==> run_1/final_congestion.png <==
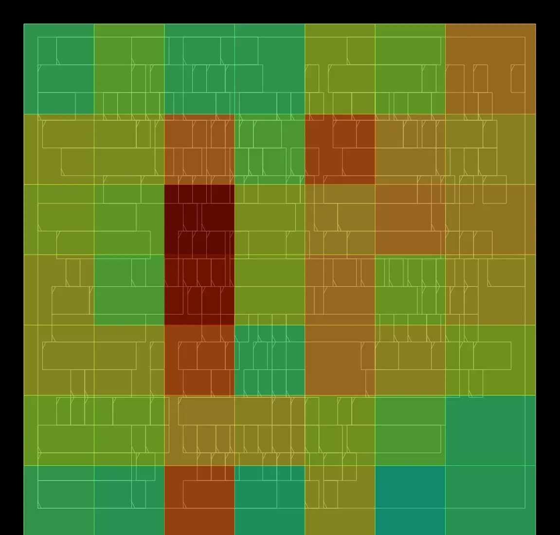
==> run_1/metal_stack.png <==
Only two layers are drawn.
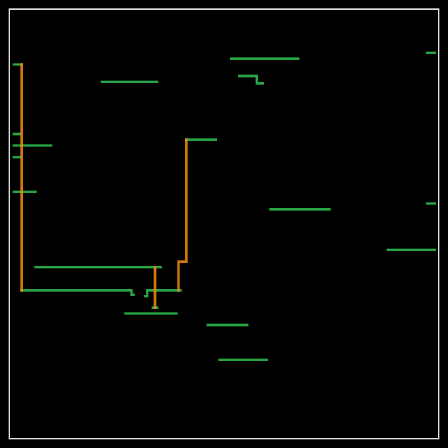
==> run_1/cell_classes.png <==
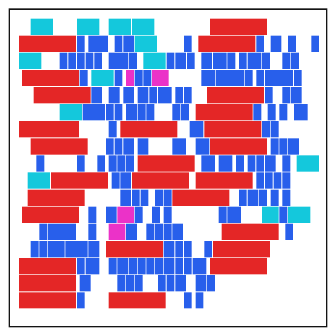
**config.mk**
```make
export PLATFORM = sky130hd
export DESIGN_NAME = display_sequencer
export DESIGN_NICKNAME = d
export VERILOG_FILES = /design/src/rtl/display_sequencer.sv
export SDC_FILE = /design/constraint.sdc
export NUM_CORES = 1
export LEC_CHECK = 0
export ABC_AREA = 1
export CORE_UTILIZATION = 59
export DETAILED_ROUTE_END_ITERATION = 7
export PLACE_DENSITY = 0.82
export SLEW_MARGIN = 10
export SYNTH_ARGS = -nofsm -noshare
export SYNTH_HDL_FRONTEND = slang
export SYNTH_SLANG_ARGS = --single-unit
```
**constraint.sdc**
```tcl
create_clock -name i_pixclk -period 2.15 [get_ports i_pixclk]
set_clock_uncertainty 0.2 [all_clocks]
set_input_delay 0.3225 -clock i_pixclk [delete_from_list [all_inputs] [get_ports i_pixclk]]
set_output_delay 0.3225 -clock i_pixclk [all_outputs]
set_load 0.005 [all_outputs]
```
**src/rtl/display_sequencer.sv**
```systemverilog
// display_sequencer: lock-qualified power-up and frame-aligned source switching.
// Defining FRAME_WATCHDOG_EN adds a sticky frame watchdog that forces a re-sequence.
module display_sequencer #(
    parameter int unsigned LOCK_CYCLES  = 1024,
    parameter int unsigned BLANK_FRAMES = 2,
    parameter int unsigned WD_CYCLES    = 1000000
) (
    input  logic       i_pixclk,
    input  logic       i_rst,
    input  logic       i_locked,
    input  logic       i_frame,
    input  logic [1:0] i_src_req,
    output logic       o_timing_rst,
    output logic       o_out_en,
    output logic [1:0] o_src,
    output logic [2:0] o_state,
    output logic       o_fault
);
    localparam int unsigned CW = (LOCK_CYCLES > 1) ? $clog2(LOCK_CYCLES) : 1;
    localparam logic [CW-1:0] CYC_LAST = CW'(LOCK_CYCLES - 1);
    localparam logic [7:0] BF = 8'(BLANK_FRAMES);

    typedef enum logic [2:0] {
        WAIT_LOCK = 3'd0,
        SETTLE    = 3'd1,
        BLANK     = 3'd2,
        ACTIVE    = 3'd3,
        SWITCH    = 3'd4
    } state_t;

    state_t        state_q;
    state_t        state_d;
    logic          lock_m;
    logic          locked_s;
    logic [CW-1:0] cyc_q;
    logic [CW-1:0] cyc_d;
    logic [7:0]    frm_q;
    logic [7:0]    frm_d;
    logic [1:0]    src_d;
    logic          wd_trip;

`ifdef FRAME_WATCHDOG_EN
    localparam int unsigned WW = (WD_CYCLES > 1) ? $clog2(WD_CYCLES) : 1;
    localparam logic [WW-1:0] WD_LAST = WW'(WD_CYCLES - 1);

    logic [WW-1:0] wd_q;
    logic          wd_run;
    logic          fault_q;

    assign wd_run  = (state_q == BLANK) || (state_q == ACTIVE) ||
                     (state_q == SWITCH);
    assign wd_trip = wd_run && !i_frame && (wd_q == WD_LAST);

    // Held at zero outside the running states, which also clears it on BLANK entry.
    always_ff @(posedge i_pixclk or posedge i_rst) begin
        if (i_rst) begin
            wd_q    <= '0;
            fault_q <= 1'b0;
        end else begin
            if (!wd_run || i_frame || !locked_s || wd_trip) begin
                wd_q <= '0;
            end else begin
                wd_q <= wd_q + 1'b1;
            end
            if (wd_trip && locked_s) begin
                fault_q <= 1'b1;
            end
        end
    end

    assign o_fault = fault_q;
`else
    assign wd_trip = 1'b0;
    assign o_fault = 1'b0;
`endif

    always_comb begin
        state_d = state_q;
        cyc_d   = '0;
        frm_d   = frm_q;
        src_d   = o_src;
        unique case (state_q)
            WAIT_LOCK: begin
                if (locked_s) begin
                    state_d = SETTLE;
                end
            end
            SETTLE: begin
                cyc_d = cyc_q + 1'b1;
                if (cyc_q == CYC_LAST) begin
                    state_d = (BF == 8'd0) ? ACTIVE : BLANK;
                    frm_d   = '0;
                end
            end
            BLANK: begin
                if (i_frame) begin
                    frm_d = frm_q + 8'd1;
                    if (frm_d == BF) begin
                        state_d = ACTIVE;
                    end
                end
            end
            ACTIVE: begin
                if (i_frame && (i_src_req != o_src)) begin
                    src_d   = i_src_req;
                    state_d = SWITCH;
                end
            end
            SWITCH: begin
                if (i_frame) begin
                    if (i_src_req != o_src) begin
                        src_d = i_src_req;
                    end else begin
                        state_d = ACTIVE;
                    end
                end
            end
            default: state_d = WAIT_LOCK;
        endcase
        if (wd_trip) begin
            state_d = WAIT_LOCK;
        end
        // Lock loss overrides everything but keeps the selected source.
        if (!locked_s && (state_q != WAIT_LOCK)) begin
            state_d = WAIT_LOCK;
            cyc_d   = '0;
        end
    end

    always_ff @(posedge i_pixclk or posedge i_rst) begin
        if (i_rst) begin
            lock_m       <= 1'b0;
            locked_s     <= 1'b0;
            state_q      <= WAIT_LOCK;
            cyc_q        <= '0;
            frm_q        <= '0;
            o_src        <= 2'd0;
            o_timing_rst <= 1'b1;
            o_out_en     <= 1'b0;
        end else begin
            lock_m       <= i_locked;
            locked_s     <= lock_m;
            state_q      <= state_d;
            cyc_q        <= cyc_d;
            frm_q        <= frm_d;
            o_src        <= src_d;
            o_timing_rst <= (state_d == WAIT_LOCK) || (state_d == SETTLE);
            o_out_en     <= (state_d == ACTIVE);
        end
    end

    assign o_state = state_q;

endmodule

```
==> summary.txt, run 1 <==
yosys + openroad results -> Syn Inst Count=180, share of cells above drive strength 1=just over 6%, vias in the first global route=1092, status=completed, RR Endpoint=o_state[0]$_DFF_PP0_, power per cell area=between 600 and 700 mW/mm^2, Core Box Area=0.002212 mm^2, clk sink count=27, Sw Share=about 28%, Vias/cell=5.156, combinational power share=between 10% and 20%, final setup TNS=0 ns, Post-Place Worst Slack=0.3213 ns, CTS Buffer Depth=2, # diodes=0, worst setup margin=0.2587 ns, Final period util=just under 90%, total gr overflow=0, Non-Filler Instances=roughly 220, crit start category=register, CP Capture Type=primary output, Max Cap Viol=0, Top Usage Layer GRT=met2, Max power group=sequential cells, most frequent cells in the layout=49 x nand2_1, 29 x inv_1, 26 x dfrtp_1, Port Buffers=12, clock-pin slew on the worst setup and hold paths=~0.13 ns
About final_congestion.png:
GR met3 Demand/Resource: 2.727%
M2 GR Usage: 40.89%
routed length per instance: 11.04 um
Layout Utilization: 70.31%

About metal_stack.png:
met3 -> green  # wire length 94.1 um
met4 -> orange  # wire length 49.9 um

About cell_classes.png:
all other logic -> blue  # cells 152, share of their area 45%
other buffers and delay cells -> cyan  # cells 13, share of their area 8.4%
flip-flops -> red  # cells 27, share of their area 45%
clock drivers and dummy loads -> magenta  # cells 4, share of their area 1.7%

## run 1: metrics by stage
step	area (um^2)	hold WS [ns]	util (%)	power (uW)
CTS	1555	0.1438	70.31	952.3
global placement	1529	0.1349	69.12	736.8
finish	1555	0.1387	70.31	944.5
global route	1555	0.1709	70.31	989.2
floorplan	1374	0.1312	-	683.7
detailed placement	1529	0.1418	69.12	742.9
## run 1: layout make-up
cell class / instances / area, um^2
sequential: 27 / 676.9
fill: 178 / 656.9
multi-input combinational: 123 / 580.6
timing repair buffer: 13 / 127.6
inverter: 29 / 108.9
tap: 28 / 35.03
clock buffer: 4 / 26.28
## run 1: flip-flops by register name, indices dropped and copies added (netlist names)
| signal | count |
|---|---|
| o_src | 2 |
| o_state | 3 |
| o_timing_rst | 1 |
| frm_q | 8 |
| lock_m | 1 |
| cyc_q | 10 |
| locked_s | 1 |
| o_out_en | 1 |
## run 1: synthesized netlist by cell type
cell type | number | share of area (%)
nand2_2 | 1 | 0.46
o22ai_1 | 6 | 2.7
nand2_1 | 49 | 13
nand3_1 | 11 | 4.0
nor3_2 | 1 | 0.73
o21ai_0 | 8 | 2.9
inv_1 | 29 | 7.9
nor3b_1 | 1 | 0.55
nand3_2 | 1 | 0.73
ha_1 | 3 | 2.7
xnor2_1 | 2 | 1.3
dfstp_2 | 1 | 1.9
a21oi_1 | 7 | 2.5
dfrtp_1 | 26 | 47
conb_1 | 1 | 0.27
buf_4 | 1 | 0.55
nor3_1 | 1 | 0.36
nor2_1 | 25 | 6.8
nor2_2 | 4 | 1.8
nand4_1 | 2 | 0.91
## run 1: worst register-to-register path, stage by stage, from the launching register on
cell and delay [ns]:
dfrtp_1 0.44, ha_1 0.25, nand3_1 0.13, nand2_1 0.06, nand2_1 0.09, nand2_1 0.05, nor2_1 0.12, nand4_1 0.13
a21oi_1 0.16
## Run 2: what changed since run 1
--- a/config.mk
+++ b/config.mk
@@ -9,6 +9,7 @@
 export CORE_UTILIZATION = 59
 export DETAILED_ROUTE_END_ITERATION = 7
 export PLACE_DENSITY = 0.82
+export SETUP_SLACK_MARGIN = 0.05
 export SLEW_MARGIN = 10
 export SYNTH_ARGS = -nofsm -noshare
 export SYNTH_HDL_FRONTEND = slang
==> run_2/final_congestion.png <==
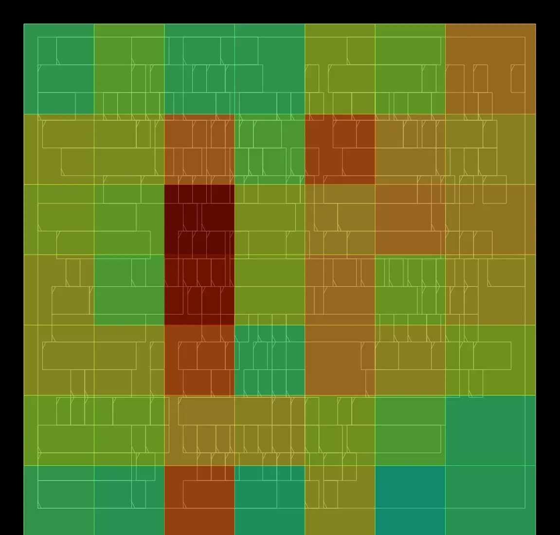
Top Usage Layer GRT: met2
met1 Use GR: 27.47%
Overall Global Routing Usage: 22.92%

==> run_2/cell_classes.png <==
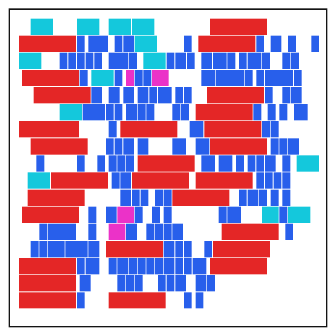
all other logic -> blue  # cells 152, share of their area 45%
flip-flops -> red  # cells 27, share of their area 45%
clock drivers and dummy loads -> magenta  # cells 4, share of their area 1.7%
other buffers and delay cells -> cyan  # cells 13, share of their area 8.4%

==> summary.txt, run 2 <==
yosys + openroad results -> Vias/cell=5.156 (unchanged), Max Cap Viol=0 (unchanged), Core Box Area=0.002212 mm^2 (unchanged), power per cell area=607.3 mW/mm^2 (unchanged), clk sink count=27 (unchanged), crit start category=register, tool warning count=27, vias in the first global route=1092 (unchanged), Synth Flop Type=dfrtp_1, CP Capture Type=primary output, Port Buffers=12 (unchanged), TritonCTS buffer count=3, status=completed, Layout fillers=178 (unchanged), Top reg by flops=cyc_q, clock-pin slew on the worst setup and hold paths=0.13 ns (about the same), Register Area=676.9 um^2 (unchanged), Area leader share=47.36% (unchanged), max reg flops=10 (unchanged), yosys aoi share=8.197%, Final period util=87.97% (unchanged), Latency at later pin=0.32 ns, yosys warns=0, Initial DRC Count=34, share of cells above drive strength 1=6.122% (unchanged), Post-synth area hogs=dfrtp_1 47%, nand2_1 13%, inv_1 7.9%, synthesized area=0.001374 mm^2, RR Endpoint=o_state[0]$_DFF_PP0_, Die W=roughly 50 um, Post-synth EDFFs=0 (unchanged), Post-Place Worst Slack=0.3213 ns (unchanged), setup bufs post-CTS=0, die height=50.26 um, final setup TNS=0 ns (unchanged), Syn Inst Count=180 (unchanged), most frequent cells in the layout=49 x nand2_1, 29 x inv_1, 26 x dfrtp_1, Synth top cell by count=nand2_1, total gr overflow=0 (unchanged), DRC=0, detailed placement HPWL=1.901 mm, top cells by count, synth=49 x nand2_1, 29 x inv_1, 26 x dfrtp_1, 25 x nor2_1, 11 x nand3_1, Ports=14, worst setup margin=0.2587 ns (unchanged), Synth area leader=dfrtp_1, CTS tree=built, H-Tree Depth=1, routed length per instance=11.04 um (unchanged)
[run 2: cell counts in the layout (fill, tap and decap cells not counted)]
Identical to the previous run, type by type.
[run 2: final cells by class]
type | instances | area share, %
clock buffer | 4 | 1.689
inverter | 29 | 6.999
multi-input combinational | 123 | 37.33
sequential | 27 | 43.52
tap | 28 | 2.253
timing repair buffer | 13 | 8.206
[run 2: worst min-delay path by stage]
stage / from / to / depth (start not counted)
3_3_place_gp: lock_m$_DFF_PP0_ / locked_s$_DFF_PP0_ / 0
4_1_cts: i_rst / frm_q[5]$_DFFE_PP0P_ / 3
6_report: i_rst / frm_q[6]$_DFFE_PP0P_ / 3
2_1_floorplan: lock_m$_DFF_PP0_ / locked_s$_DFF_PP0_ / 0
5_1_grt: i_rst / frm_q[5]$_DFFE_PP0P_ / 3
3_5_place_dp: lock_m$_DFF_PP0_ / locked_s$_DFF_PP0_ / 0
[run 2: power breakdown]
| part | switching (uW) | total, uW | internal, uW | leakage (uW) |
|---|---|---|---|---|
| registers | 24.1 | 558 | 534 | 0.000352 |
| logic | 106 | 175 | 69.1 | 0.000376 |
| clock network | 139 | 212 | 72.7 | 0.0000150 |
[run 2: metrics by stage]
step	util (%)	instance area, um^2	std cells	power (uW)	hold WS, ns
floorplan	-	1374	180	683.7	0.1312
global placement	69.12	1529	220	736.8	0.1349
detailed placement	69.12	1529	220	742.9	0.1418
CTS	70.31	1555	224	952.3	0.1438
global route	70.31	1555	224	989.2	0.1709
finish	70.31	1555	224	944.5	0.1387
[run 2: routing by layer]
metal / vias to the layer above / global-route usage (%) / wire length (um)
li1: 593 / - / -
met1: 528 / 27.47 / 1121
met2: 28 / 40.89 / 1208
met3: 6 / 2.727 / 94
met4: 0 / 10.00 / 49
met5: - / 0 / 0
Power is estimated from default activity; no workload was simulated.
